File: config.mk
export PLATFORM = sky130hd
export DESIGN_NAME = id_ex_stage
export DESIGN_NICKNAME = d
export VERILOG_FILES = /design/src/rtl/id_ex_stage.sv
export SDC_FILE = /design/constraint.sdc
export NUM_CORES = 1
export LEC_CHECK = 0
export ABC_CLOCK_PERIOD_IN_PS = 4700
export CAP_MARGIN = 15
export CORE_MARGIN = 3
export CORE_UTILIZATION = 46
export CTS_CLUSTER_DIAMETER = 200
export CTS_CLUSTER_SIZE = 20
export DETAILED_ROUTE_END_ITERATION = 8
export MAX_ROUTING_LAYER = met4
export PLACE_DENSITY = 0.91
export RECOVER_POWER = 50
export SLEW_MARGIN = 20
export SYNTH_ARGS = -nofsm -noshare
export SYNTH_HDL_FRONTEND = slang
export SYNTH_SLANG_ARGS = --single-unit
File: constraint.sdc
create_clock -name clk -period 4.7 [get_ports clk]
set_input_delay 0.94 -clock clk [delete_from_list [all_inputs] [get_ports clk]]
set_output_delay 0.94 -clock clk [all_outputs]
set_load 0.01 [all_outputs]
File: src/rtl/id_ex_stage.sv
// id_ex_stage: decode-to-execute pipeline register in front of the 32-bit ALU.
// It accepts one RV32 instruction plus rs1/rs2 register-file reads per
// valid/ready handshake. It decodes the 3-bit ALU opcode and the immediate,
// holds them for one stage, and drives the ALU operands with EX/MEM and
// MEM/WB forwarding applied.
//
// Ports:
//   clk, rst                 rising-edge clock, async active-high reset
//   flush                    squash held entry and any entry being accepted
//   in_valid/in_ready        upstream handshake
//   in_instr                 RV32 instruction word
//   in_rs1_data/in_rs2_data  register-file operand reads
//   exm_wen/exm_rd/exm_data  EX/MEM writeback (highest forwarding priority)
//   mwb_wen/mwb_rd/mwb_data  MEM/WB writeback
//   out_valid/out_ready      downstream handshake to the EX stage
//   alu_op, a, b             ALU opcode and operands (forwarded)
//   out_store_data           forwarded rs2 value, used by stores
//   out_rd                   destination register (0 when nothing is written)
//   out_illegal              unsupported encoding
module id_ex_stage #(
  parameter int unsigned XLEN = 32
) (
  input  logic            clk,
  input  logic            rst,
  input  logic            flush,
  input  logic            in_valid,
  output logic            in_ready,
  input  logic [31:0]     in_instr,
  input  logic [XLEN-1:0] in_rs1_data,
  input  logic [XLEN-1:0] in_rs2_data,
  input  logic            exm_wen,
  input  logic [4:0]      exm_rd,
  input  logic [XLEN-1:0] exm_data,
  input  logic            mwb_wen,
  input  logic [4:0]      mwb_rd,
  input  logic [XLEN-1:0] mwb_data,
  output logic            out_valid,
  input  logic            out_ready,
  output logic [2:0]      alu_op,
  output logic [XLEN-1:0] a,
  output logic [XLEN-1:0] b,
  output logic [XLEN-1:0] out_store_data,
  output logic [4:0]      out_rd,
  output logic            out_illegal
);

  localparam logic [6:0] OPC_R      = 7'b0110011;
  localparam logic [6:0] OPC_I      = 7'b0010011;
  localparam logic [6:0] OPC_LOAD   = 7'b0000011;
  localparam logic [6:0] OPC_STORE  = 7'b0100011;
  localparam logic [6:0] OPC_BRANCH = 7'b1100011;

  localparam logic [6:0] F7_BASE = 7'b0000000;
  localparam logic [6:0] F7_ALT  = 7'b0100000;

  localparam logic [2:0] ALU_ADD = 3'b000;
  localparam logic [2:0] ALU_SUB = 3'b001;
  localparam logic [2:0] ALU_AND = 3'b010;
  localparam logic [2:0] ALU_OR  = 3'b011;
  localparam logic [2:0] ALU_XOR = 3'b100;
  localparam logic [2:0] ALU_SLL = 3'b101;
  localparam logic [2:0] ALU_SRL = 3'b110;
  localparam logic [2:0] ALU_SRA = 3'b111;

  // Instruction fields
  logic [6:0] opcode;
  logic [2:0] funct3;
  logic [6:0] funct7;
  logic [4:0] rd_f, rs1_f, rs2_f;

  assign opcode = in_instr[6:0];
  assign rd_f   = in_instr[11:7];
  assign funct3 = in_instr[14:12];
  assign rs1_f  = in_instr[19:15];
  assign rs2_f  = in_instr[24:20];
  assign funct7 = in_instr[31:25];

  // Decoded values for the incoming instruction
  logic [2:0]      dec_op;
  logic [XLEN-1:0] dec_imm;
  logic            dec_use_imm;
  logic [4:0]      dec_rd;
  logic            dec_ill;

  logic [XLEN-1:0] imm_i, imm_s, imm_shamt;

  assign imm_i     = {{(XLEN-12){in_instr[31]}}, in_instr[31:20]};
  assign imm_s     = {{(XLEN-12){in_instr[31]}}, in_instr[31:25], in_instr[11:7]};
  assign imm_shamt = XLEN'(in_instr[24:20]);

  // Instruction decode: ALU opcode, immediate select, destination, legality
  always_comb begin
    dec_op      = ALU_ADD;
    dec_imm     = '0;
    dec_use_imm = 1'b0;
    dec_rd      = rd_f;
    dec_ill     = 1'b0;
    unique case (opcode)
      OPC_R: begin
        unique case (funct3)
          3'b000: begin
            if (funct7 == F7_BASE)     dec_op = ALU_ADD;
            else if (funct7 == F7_ALT) dec_op = ALU_SUB;
            else                       dec_ill = 1'b1;
          end
          3'b101: begin
            if (funct7 == F7_BASE)     dec_op = ALU_SRL;
            else if (funct7 == F7_ALT) dec_op = ALU_SRA;
            else                       dec_ill = 1'b1;
          end
          3'b001: begin dec_op = ALU_SLL; dec_ill = (funct7 != F7_BASE); end
          3'b100: begin dec_op = ALU_XOR; dec_ill = (funct7 != F7_BASE); end
          3'b110: begin dec_op = ALU_OR;  dec_ill = (funct7 != F7_BASE); end
          3'b111: begin dec_op = ALU_AND; dec_ill = (funct7 != F7_BASE); end
          default: dec_ill = 1'b1;
        endcase
      end
      OPC_I: begin
        dec_use_imm = 1'b1;
        dec_imm     = imm_i;
        unique case (funct3)
          3'b000: dec_op = ALU_ADD;
          3'b100: dec_op = ALU_XOR;
          3'b110: dec_op = ALU_OR;
          3'b111: dec_op = ALU_AND;
          3'b001: begin
            dec_op  = ALU_SLL;
            dec_imm = imm_shamt;
            dec_ill = (funct7 != F7_BASE);
          end
          3'b101: begin
            dec_imm = imm_shamt;
            if (funct7 == F7_BASE)     dec_op = ALU_SRL;
            else if (funct7 == F7_ALT) dec_op = ALU_SRA;
            else                       dec_ill = 1'b1;
          end
          default: dec_ill = 1'b1;
        endcase
      end
      OPC_LOAD: begin
        dec_op      = ALU_ADD;
        dec_use_imm = 1'b1;
        dec_imm     = imm_i;
      end
      OPC_STORE: begin
        dec_op      = ALU_ADD;
        dec_use_imm = 1'b1;
        dec_imm     = imm_s;
        dec_rd      = 5'd0;
      end
      OPC_BRANCH: begin
        dec_op = ALU_SUB;
        dec_rd = 5'd0;
      end
      default: dec_ill = 1'b1;
    endcase
    // Illegal entries must not look like a real ALU op or register write
    if (dec_ill) begin
      dec_op      = ALU_ADD;
      dec_rd      = 5'd0;
      dec_use_imm = 1'b0;
      dec_imm     = '0;
    end
  end

  // Stored entry
  logic            valid_q,    valid_d;
  logic [2:0]      alu_op_q,   alu_op_d;
  logic [XLEN-1:0] imm_q,      imm_d;
  logic            use_imm_q,  use_imm_d;
  logic [4:0]      rs1_q,      rs1_d;
  logic [4:0]      rs2_q,      rs2_d;
  logic [XLEN-1:0] rs1_data_q, rs1_data_d;
  logic [XLEN-1:0] rs2_data_q, rs2_data_d;
  logic [4:0]      rd_q,       rd_d;
  logic            illegal_q,  illegal_d;

  logic load_c;

  assign in_ready = !valid_q || out_ready;
  // Flush wins over accept
  assign load_c   = in_valid && in_ready && !flush;

  // Next-state: hold on stall, replace on accept, drop on consume or flush
  always_comb begin
    valid_d    = valid_q;
    alu_op_d   = alu_op_q;
    imm_d      = imm_q;
    use_imm_d  = use_imm_q;
    rs1_d      = rs1_q;
    rs2_d      = rs2_q;
    rs1_data_d = rs1_data_q;
    rs2_data_d = rs2_data_q;
    rd_d       = rd_q;
    illegal_d  = illegal_q;
    if (flush) begin
      valid_d = 1'b0;
    end else if (in_ready) begin
      valid_d = in_valid;
    end
    if (load_c) begin
      alu_op_d   = dec_op;
      imm_d      = dec_imm;
      use_imm_d  = dec_use_imm;
      rs1_d      = rs1_f;
      rs2_d      = rs2_f;
      rs1_data_d = in_rs1_data;
      rs2_data_d = in_rs2_data;
      rd_d       = dec_rd;
      illegal_d  = dec_ill;
    end
  end

  // Stage register
  always_ff @(posedge clk or posedge rst) begin
    if (rst) begin
      valid_q    <= 1'b0;
      alu_op_q   <= 3'd0;
      imm_q      <= '0;
      use_imm_q  <= 1'b0;
      rs1_q      <= 5'd0;
      rs2_q      <= 5'd0;
      rs1_data_q <= '0;
      rs2_data_q <= '0;
      rd_q       <= 5'd0;
      illegal_q  <= 1'b0;
    end else begin
      valid_q    <= valid_d;
      alu_op_q   <= alu_op_d;
      imm_q      <= imm_d;
      use_imm_q  <= use_imm_d;
      rs1_q      <= rs1_d;
      rs2_q      <= rs2_d;
      rs1_data_q <= rs1_data_d;
      rs2_data_q <= rs2_data_d;
      rd_q       <= rd_d;
      illegal_q  <= illegal_d;
    end
  end

  // Forwarding: EX/MEM beats MEM/WB beats the stored read; x0 never forwards
  function automatic logic [XLEN-1:0] fwd_sel(
    input logic [4:0]      idx,
    input logic [XLEN-1:0] raw,
    input logic            e_wen,
    input logic [4:0]      e_rd,
    input logic [XLEN-1:0] e_data,
    input logic            m_wen,
    input logic [4:0]      m_rd,
    input logic [XLEN-1:0] m_data
  );
    if (idx != 5'd0 && e_wen && e_rd == idx)      return e_data;
    else if (idx != 5'd0 && m_wen && m_rd == idx) return m_data;
    else                                          return raw;
  endfunction

  logic [XLEN-1:0] rs1_fwd_c, rs2_fwd_c;

  assign rs1_fwd_c = fwd_sel(rs1_q, rs1_data_q, exm_wen, exm_rd, exm_data,
                             mwb_wen, mwb_rd, mwb_data);
  assign rs2_fwd_c = fwd_sel(rs2_q, rs2_data_q, exm_wen, exm_rd, exm_data,
                             mwb_wen, mwb_rd, mwb_data);

  assign out_valid      = valid_q;
  assign alu_op         = alu_op_q;
  assign out_rd         = rd_q;
  assign out_illegal    = illegal_q;
  assign a              = rs1_fwd_c;
  assign b              = use_imm_q ? imm_q : rs2_fwd_c;
  assign out_store_data = rs2_fwd_c;

endmodule

layer_met2.png
Scale: 3 px per um.
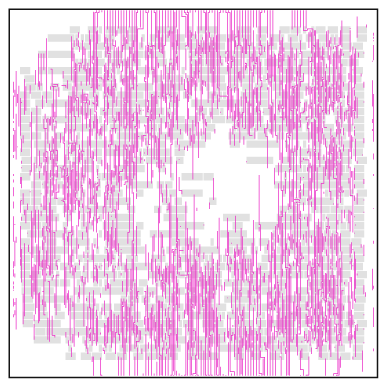
The layer carries 11,200 um of wire. The wires run mostly vertical. 1,021 nets have wire on it.

placement.png
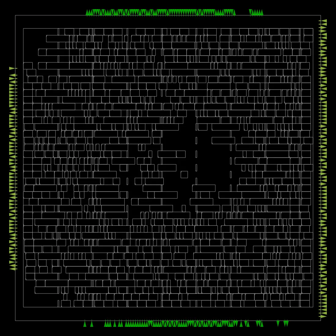
fin util: 73.4%
tap cell count: 172
Layout fillers: 989
total core area: 12,900 um^2
number of sequential storage elements: 97

==> commit_impl_results.txt <==
Log flow metrics for this revision

- Per the CTS log, the buffer count on the longest clock path is 2.
- Across every metal layer, demand over resource in global routing totals 31.0%.
* Status: finished with violations
- The congestion estimate from routability-driven global placement came to 0.950.
- Final Max-Slew Violation Tally: 68
- Number of core rows: 41
- The worst hold path passes through 2 cells.
- In the routed layout, each cell is associated on average with a via count of 5.66.
* Register-to-register setup slack: 2390 ps
* Die y size: 122 um
* Maximum capacitance violations: 1
- Synthesis-to-finish area growth: 52.7%
- Of the total power, the clock network draws 26.2%.
- Number of nets with antenna violations after routing: 0
* Crit Path Class: in -> out
- Counting both buffers and inverters, the worst setup path holds a total of 3.
- Largest net degree at the start of global routing: 68
- # DRC: 0
- In this run, post-CTS repair resized a total of 0 instances.
- Crit Reg-Reg Endpoint: imm_q[10]
- CP cell instances: clkdlybuf4s50_1, xnor2_1, nand4_1, buf_4, nor4b_1, a211oi_2, o31ai_1, clkdlybuf4s50_1
- Counting the buffers created by CTS gives 9.
* Peak clock frequency supported by timing: 224 MHz
- Most popular library cell in the synthesized design by count: sky130_fd_sc_hd__nand2_1
- Count of tool warnings: 26
- Count of non-filler cells in the finished layout: 1,208
- The synthesized netlist devotes 2.82% of its cell area to XOR and XNOR gates.
- Of the cells placed in the final design, the portion with a size suffix greater than 1 is 7.34%.
- Overflow left after global routing: 0
* Hold crit path type: reg -> reg
- The launch point of the worst register-to-register path is recorded as out_valid.
- In the final report, the number of endpoints failing setup comes to 0.
- Per STA, the highest per-stage delay on the worst path measures 610 ps.
* Die ar.: 14,900 um^2
* Number of storage elements in the synthesis netlist: 97
* Failing checks: capacitance limit, slew limit
- Max_slew headroom: -71.7%
* Unrepaired setup endpoints after global routing: false
* Clock net power: 726 uW
* Part of the Yosys area used for sequential elements: 39.1%
* Post-detail-place hpwl: 17,200 um
- 0 antenna diodes ended up in the layout.
-- cell type report --
cell class / instances / area [um^2] / area share [%]
repair buffers: 305 / 3040 / 32.0
inverters: 3 / 11.3 / 0.119
clock buffers: 11 / 233 / 2.45
flip-flops and latches: 97 / 2430 / 25.6
well taps: 172 / 215 / 2.27
clock inverters: 5 / 56.3 / 0.593
multi-input cells: 615 / 3500 / 36.9
-- routing by layer --
metal | wire (um) | part of all wire [%] | up-vias | track usage, %
met2 | 11200 | 49 | 366 | 50.5
met1 | 9260 | 40 | 3244 | 38.7
met3 | 1690 | 7.3 | 65 | 5.25
li1 | - | - | 3163 | -
met5 | 0 | 0 | - | -
met4 | 860 | 3.7 | 0 | 12.5
Power and IR drop assume default switching activity.
